floorplan.png
Pins as bars on the die edge.
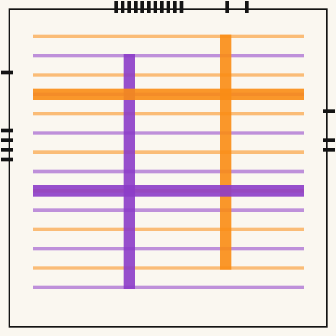
class_map.png
The bar under the picture is 10 microns long.
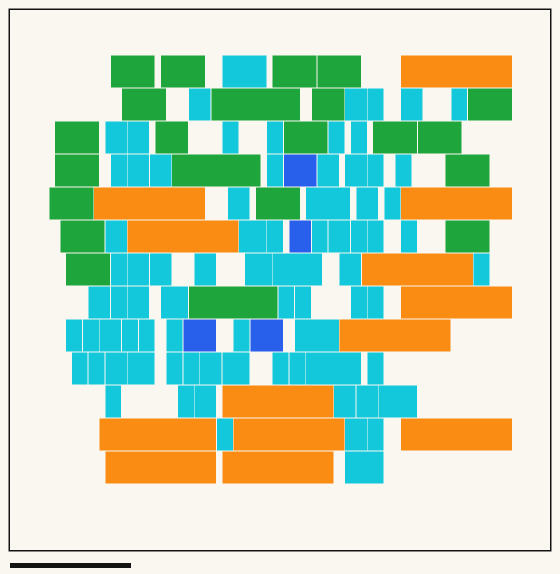
clock_wires.png
The bar under the picture is 10 microns long.
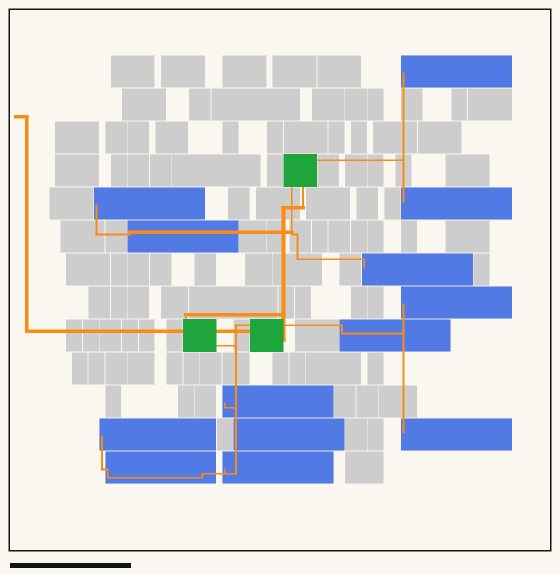
### config.mk
export PLATFORM = sky130hd
export DESIGN_NAME = binary_mux_3_rr_ctrl
export DESIGN_NICKNAME = d
export VERILOG_FILES = /design/src/rtl/decode_pkg.sv /design/src/rtl/binary_mux_3_case.sv /design/src/rtl/binary_mux_3_rr_ctrl.sv
export SDC_FILE = /design/constraint.sdc
export NUM_CORES = 1
export LEC_CHECK = 0
export ABC_AREA = 1
export ABC_CLOCK_PERIOD_IN_PS = 2600
export CORE_MARGIN = 3
export CORE_UTILIZATION = 48
export CTS_CLUSTER_SIZE = 40
export DETAILED_ROUTE_END_ITERATION = 6
export PLACE_DENSITY = 0.81
export RECOVER_POWER = 50
export SLEW_MARGIN = 25
export SYNTH_ARGS = -nofsm -noshare
export SYNTH_HDL_FRONTEND = slang
export SYNTH_HIERARCHICAL = 1
export SYNTH_SLANG_ARGS = --single-unit
### constraint.sdc
create_clock -name clk -period 2.6 [get_ports clk]
set_input_delay 0.65 -clock clk [delete_from_list [all_inputs] [get_ports clk]]
set_output_delay 0.65 -clock clk [all_outputs]
set_load 0.05 [all_outputs]
### src/rtl/decode_pkg.sv
// Shared Decode-datapath definitions: arbiter FSM states and the 3-way
// round-robin pick used by binary_mux_3_rr_ctrl.
package decode_pkg;

    localparam int unsigned NUM_REQ = 3;
    localparam int unsigned SEL_W   = 2;

    typedef enum logic {
        ST_IDLE  = 1'b0,
        ST_GRANT = 1'b1
    } state_e;

    // First set request scanning ptr+1, ptr+2, ptr (mod 3); the last served
    // source therefore has the lowest priority. Result is don't-care if req==0.
    function automatic logic [SEL_W-1:0] rr_pick3(input logic [NUM_REQ-1:0] req,
                                                  input logic [SEL_W-1:0]   ptr);
        logic [SEL_W-1:0] pick;
        case (ptr)
            2'd0:    pick = req[1] ? 2'd1 : (req[2] ? 2'd2 : 2'd0);
            2'd1:    pick = req[2] ? 2'd2 : (req[0] ? 2'd0 : 2'd1);
            default: pick = req[0] ? 2'd0 : (req[1] ? 2'd1 : 2'd2);
        endcase
        return pick;
    endfunction

endpackage

### src/rtl/binary_mux_3_case.sv
// k-bit 3:1 mux with a binary select.
//   a0, a1, a2 : data inputs
//   sb         : select (0,1,2); 3 yields zero
//   y_c        : selected data (combinational)
module binary_mux_3_case #(
    parameter int unsigned k = 1
) (
    input  logic [k-1:0] a0,
    input  logic [k-1:0] a1,
    input  logic [k-1:0] a2,
    input  logic [1:0]   sb,
    output logic [k-1:0] y_c
);

    always_comb begin
        y_c = '0;
        case (sb)
            2'd0:    y_c = a0;
            2'd1:    y_c = a1;
            2'd2:    y_c = a2;
            default: y_c = '0;
        endcase
    end

endmodule

### src/rtl/binary_mux_3_rr_ctrl.sv
// Round-robin arbiter/sequencer sharing one 3:1 mux among three packet
// sources. A grant is held for a whole packet (or until the granted source
// stays idle for TIMEOUT cycles) and the muxed beat lands in a registered
// valid/ready output stage.
//   clk, rst          : clock, async active-high reset
//   a0..a2            : requester data
//   a_vld/a_last      : per-requester beat valid / end-of-packet
//   a_rdy             : per-requester accept (one-hot or zero)
//   b/b_vld/b_last    : registered output beat
//   b_rdy             : downstream accept
//   sb                : mux select of the current grant
//   busy              : a grant is held
module binary_mux_3_rr_ctrl
    import decode_pkg::*;
#(
    parameter int unsigned k       = 1,
    parameter int unsigned TIMEOUT = 16
) (
    input  logic         clk,
    input  logic         rst,
    input  logic [k-1:0] a0,
    input  logic [k-1:0] a1,
    input  logic [k-1:0] a2,
    input  logic [2:0]   a_vld,
    input  logic [2:0]   a_last,
    output logic [2:0]   a_rdy,
    output logic [k-1:0] b,
    output logic         b_vld,
    output logic         b_last,
    input  logic         b_rdy,
    output logic [1:0]   sb,
    output logic         busy
);

    localparam int unsigned CNT_W = (TIMEOUT > 0) ? $clog2(TIMEOUT + 1) : 1;
    localparam logic [CNT_W-1:0] CNT_LAST = CNT_W'((TIMEOUT > 0) ? TIMEOUT - 1 : 0);

    state_e           state_q, state_d;
    logic [1:0]       sb_q, sb_d;
    logic [1:0]       ptr_q, ptr_d;
    logic [CNT_W-1:0] idle_cnt_q, idle_cnt_d;
    logic [k-1:0]     b_q, b_d;
    logic             b_vld_q, b_vld_d;
    logic             b_last_q, b_last_d;

    logic [k-1:0]     mux_c;
    logic [2:0]       sel_oh_c;
    logic [2:0]       a_rdy_c;
    logic             out_free_c;
    logic             vld_sel_c;
    logic             last_sel_c;
    logic             accept_c;

    binary_mux_3_case #(.k(k)) u_mux (
        .a0  (a0),
        .a1  (a1),
        .a2  (a2),
        .sb  (sb_q),
        .y_c (mux_c)
    );

    // State, grant, pointer, timeout counter and output stage registers
    always_ff @(posedge clk or posedge rst) begin
        if (rst) begin
            state_q    <= ST_IDLE;
            sb_q       <= 2'd0;
            ptr_q      <= 2'd2;
            idle_cnt_q <= '0;
            b_q        <= '0;
            b_vld_q    <= 1'b0;
            b_last_q   <= 1'b0;
        end else begin
            state_q    <= state_d;
            sb_q       <= sb_d;
            ptr_q      <= ptr_d;
            idle_cnt_q <= idle_cnt_d;
            b_q        <= b_d;
            b_vld_q    <= b_vld_d;
            b_last_q   <= b_last_d;
        end
    end

    // Arbitration, grant lock, timeout release and output-stage update
    always_comb begin
        state_d    = state_q;
        sb_d       = sb_q;
        ptr_d      = ptr_q;
        idle_cnt_d = idle_cnt_q;
        b_d        = b_q;
        b_vld_d    = b_vld_q;
        b_last_d   = b_last_q;
        a_rdy_c    = 3'b000;
        accept_c   = 1'b0;

        // Output register can take a beat if empty or draining this cycle
        out_free_c = !b_vld_q || b_rdy;
        sel_oh_c   = 3'b001 << sb_q;
        vld_sel_c  = |(a_vld & sel_oh_c);
        last_sel_c = |(a_last & sel_oh_c);

        case (state_q)
            ST_IDLE: begin
                idle_cnt_d = '0;
                if (|a_vld) begin
                    sb_d    = rr_pick3(a_vld, ptr_q);
                    state_d = ST_GRANT;
                end
            end
            ST_GRANT: begin
                a_rdy_c  = out_free_c ? sel_oh_c : 3'b000;
                accept_c = vld_sel_c && out_free_c;

                if (vld_sel_c) begin
                    idle_cnt_d = '0;
                end else if (TIMEOUT != 0) begin
                    if (idle_cnt_q == CNT_LAST) begin
                        state_d    = ST_IDLE;
                        ptr_d      = sb_q;
                        idle_cnt_d = '0;
                    end else begin
                        idle_cnt_d = idle_cnt_q + CNT_W'(1);
                    end
                end

                if (accept_c && last_sel_c) begin
                    state_d = ST_IDLE;
                    ptr_d   = sb_q;
                end
            end
            default: state_d = ST_IDLE;
        endcase

        // A new beat wins over a drain so full throughput is kept
        if (accept_c) begin
            b_d      = mux_c;
            b_last_d = last_sel_c;
            b_vld_d  = 1'b1;
        end else if (b_vld_q && b_rdy) begin
            b_vld_d  = 1'b0;
        end
    end

    assign a_rdy  = a_rdy_c;
    assign b      = b_q;
    assign b_vld  = b_vld_q;
    assign b_last = b_last_q;
    assign sb     = sb_q;
    assign busy   = (state_q == ST_GRANT);

endmodule

==> ci_impl_report.md <==
## PnR job results

| Metric | Value |
|---|---|
| Core Footprint | `around 1400 sq um` |
| Max-slew headroom | `0.666` |
| CTS tree | `done` |
| H-Tree Depth | `1` |
| Critical path arrival | `1.86 ns` |
| IO buf count | `20` |
| Syn nets | `around 100` |
| Clock Tree Buf Depth | `2` |
| Fa+ha+maj area frac | `0.0176` |
| Status | `complete, no violations` |
| Synth Register Bits | `13` |
| Area leader, netlist | `dfrtp_1` |
| Total Wirelength | `roughly 1.6 mm` |
| Element type at the critical path end | `output pin` |
| Critical setup path kind | `in -> out` |
| Yosys warnings | `6` |
| Crit path cell chain | `clkdlybuf4s50_1, nor2_1, nor2_1, inv_1, nor3_1, buf_12` |
| Largest net degree at the start of global routing | `14` |
| Placed cell areas | `976 sq um` |
| Worst setup SP type | `input port` |
| DR WL/cell | `approximately 12 microns` |
| Slew at the pin with the worst max-slew slack | `about 0.50 ns` |
| YS chip area | `around 710 sq um` |
| Final Skew | `roughly 0.00053 ns` |
| Max-cap viol count | `0` |
| Maximum VDD drop | `approximately 0.75 mV` |
| Syn Inst Count | `just over 90` |
-- floorplan.png (at the start) --
color	net
orange	VDD
purple	VSS
met4 straps	2
met5 straps	2
rows	13
signal pins	21

-- class_map.png (at the start) --
color	class	cells	share of their area
green	remaining buffers and delay cells	22	25%
orange	registers	13	33%
blue	clock drivers and dummy loads	4	2.8%
cyan	remaining logic cells	78	39%

-- clock_wires.png (at the start) --
[green] clock-net drivers | count: 3
[blue] flip-flops | count: 13
[orange] clock wires | length: 173 microns
routed clock nets	4

-- critical path, delay by kind of cell --
| family | cells | cell delay [ns] |
|---|---|---|
| buffers and inverters | 3 | 0.75 |
| and+or+nand+nor | 3 | 0.45 |
-- sequential cells by signal (all words and copies together) (netlist names) --
signal,flops
b,1
b_last,1
b_vld,1
busy,1
idle_cnt_q,5
ptr_q,2
sb,2
-- final timing paths --
check / from / end / slack [ns] / cells after the start
worst max-delay path: b_rdy / a_rdy[0] / 0.09 / 6
worst min-delay path: idle_cnt_q[0] / idle_cnt_q[0] / 0.47 / 1
worst max register to register: sb[1] / ptr_q[0] / 1.19 / 7
worst min register to register: idle_cnt_q[0] / idle_cnt_q[0] / 0.47 / 1
max in group asynchronous: rst / ptr_q[1] / 1.43 / 2
min in group asynchronous: rst / b_last / 0.83 / 2
-- synthesized netlist by cell type, drive strengths merged --
library cell	instances
a21oi	1
ha	1
inv	14
dfrtp	12
nand3	18
o21ai	5
a31oi	1
xor2	1
dfstp	1
xnor2	1
nor2	11
nor4	1
nor3	5
nand2	19
-- power by group through the flow --
stage	sequential (mW)	clock, mW	combinational, mW
final	0.365	0.127	0.772
after global placement	0.368	0	0.763
after CTS	0.367	0.128	0.776
after detailed placement	0.372	0	0.772
after floorplan	0.496	0	0.353
after global routing	0.380	0.135	0.833
-- final cells by class --
type	count	area [sq um]	area share
inverter	14	52.6	0.0525
sequential	13	327	0.326
clock inverter	1	5.00	0.00500
tap	15	18.8	0.0188
multi-input combinational	64	330	0.330
timing repair buffer	22	245	0.245
clock buffer	3	22.5	0.0225
-- layer usage --
metal | GRT usage | part of all wire
met5 | 0 | 0
met4 | 0.0964 | 0.018
met3 | 0.0366 | 0.049
met2 | 0.304 | 0.50
met1 | 0.227 | 0.43
Power is estimated from default activity; no workload was simulated.
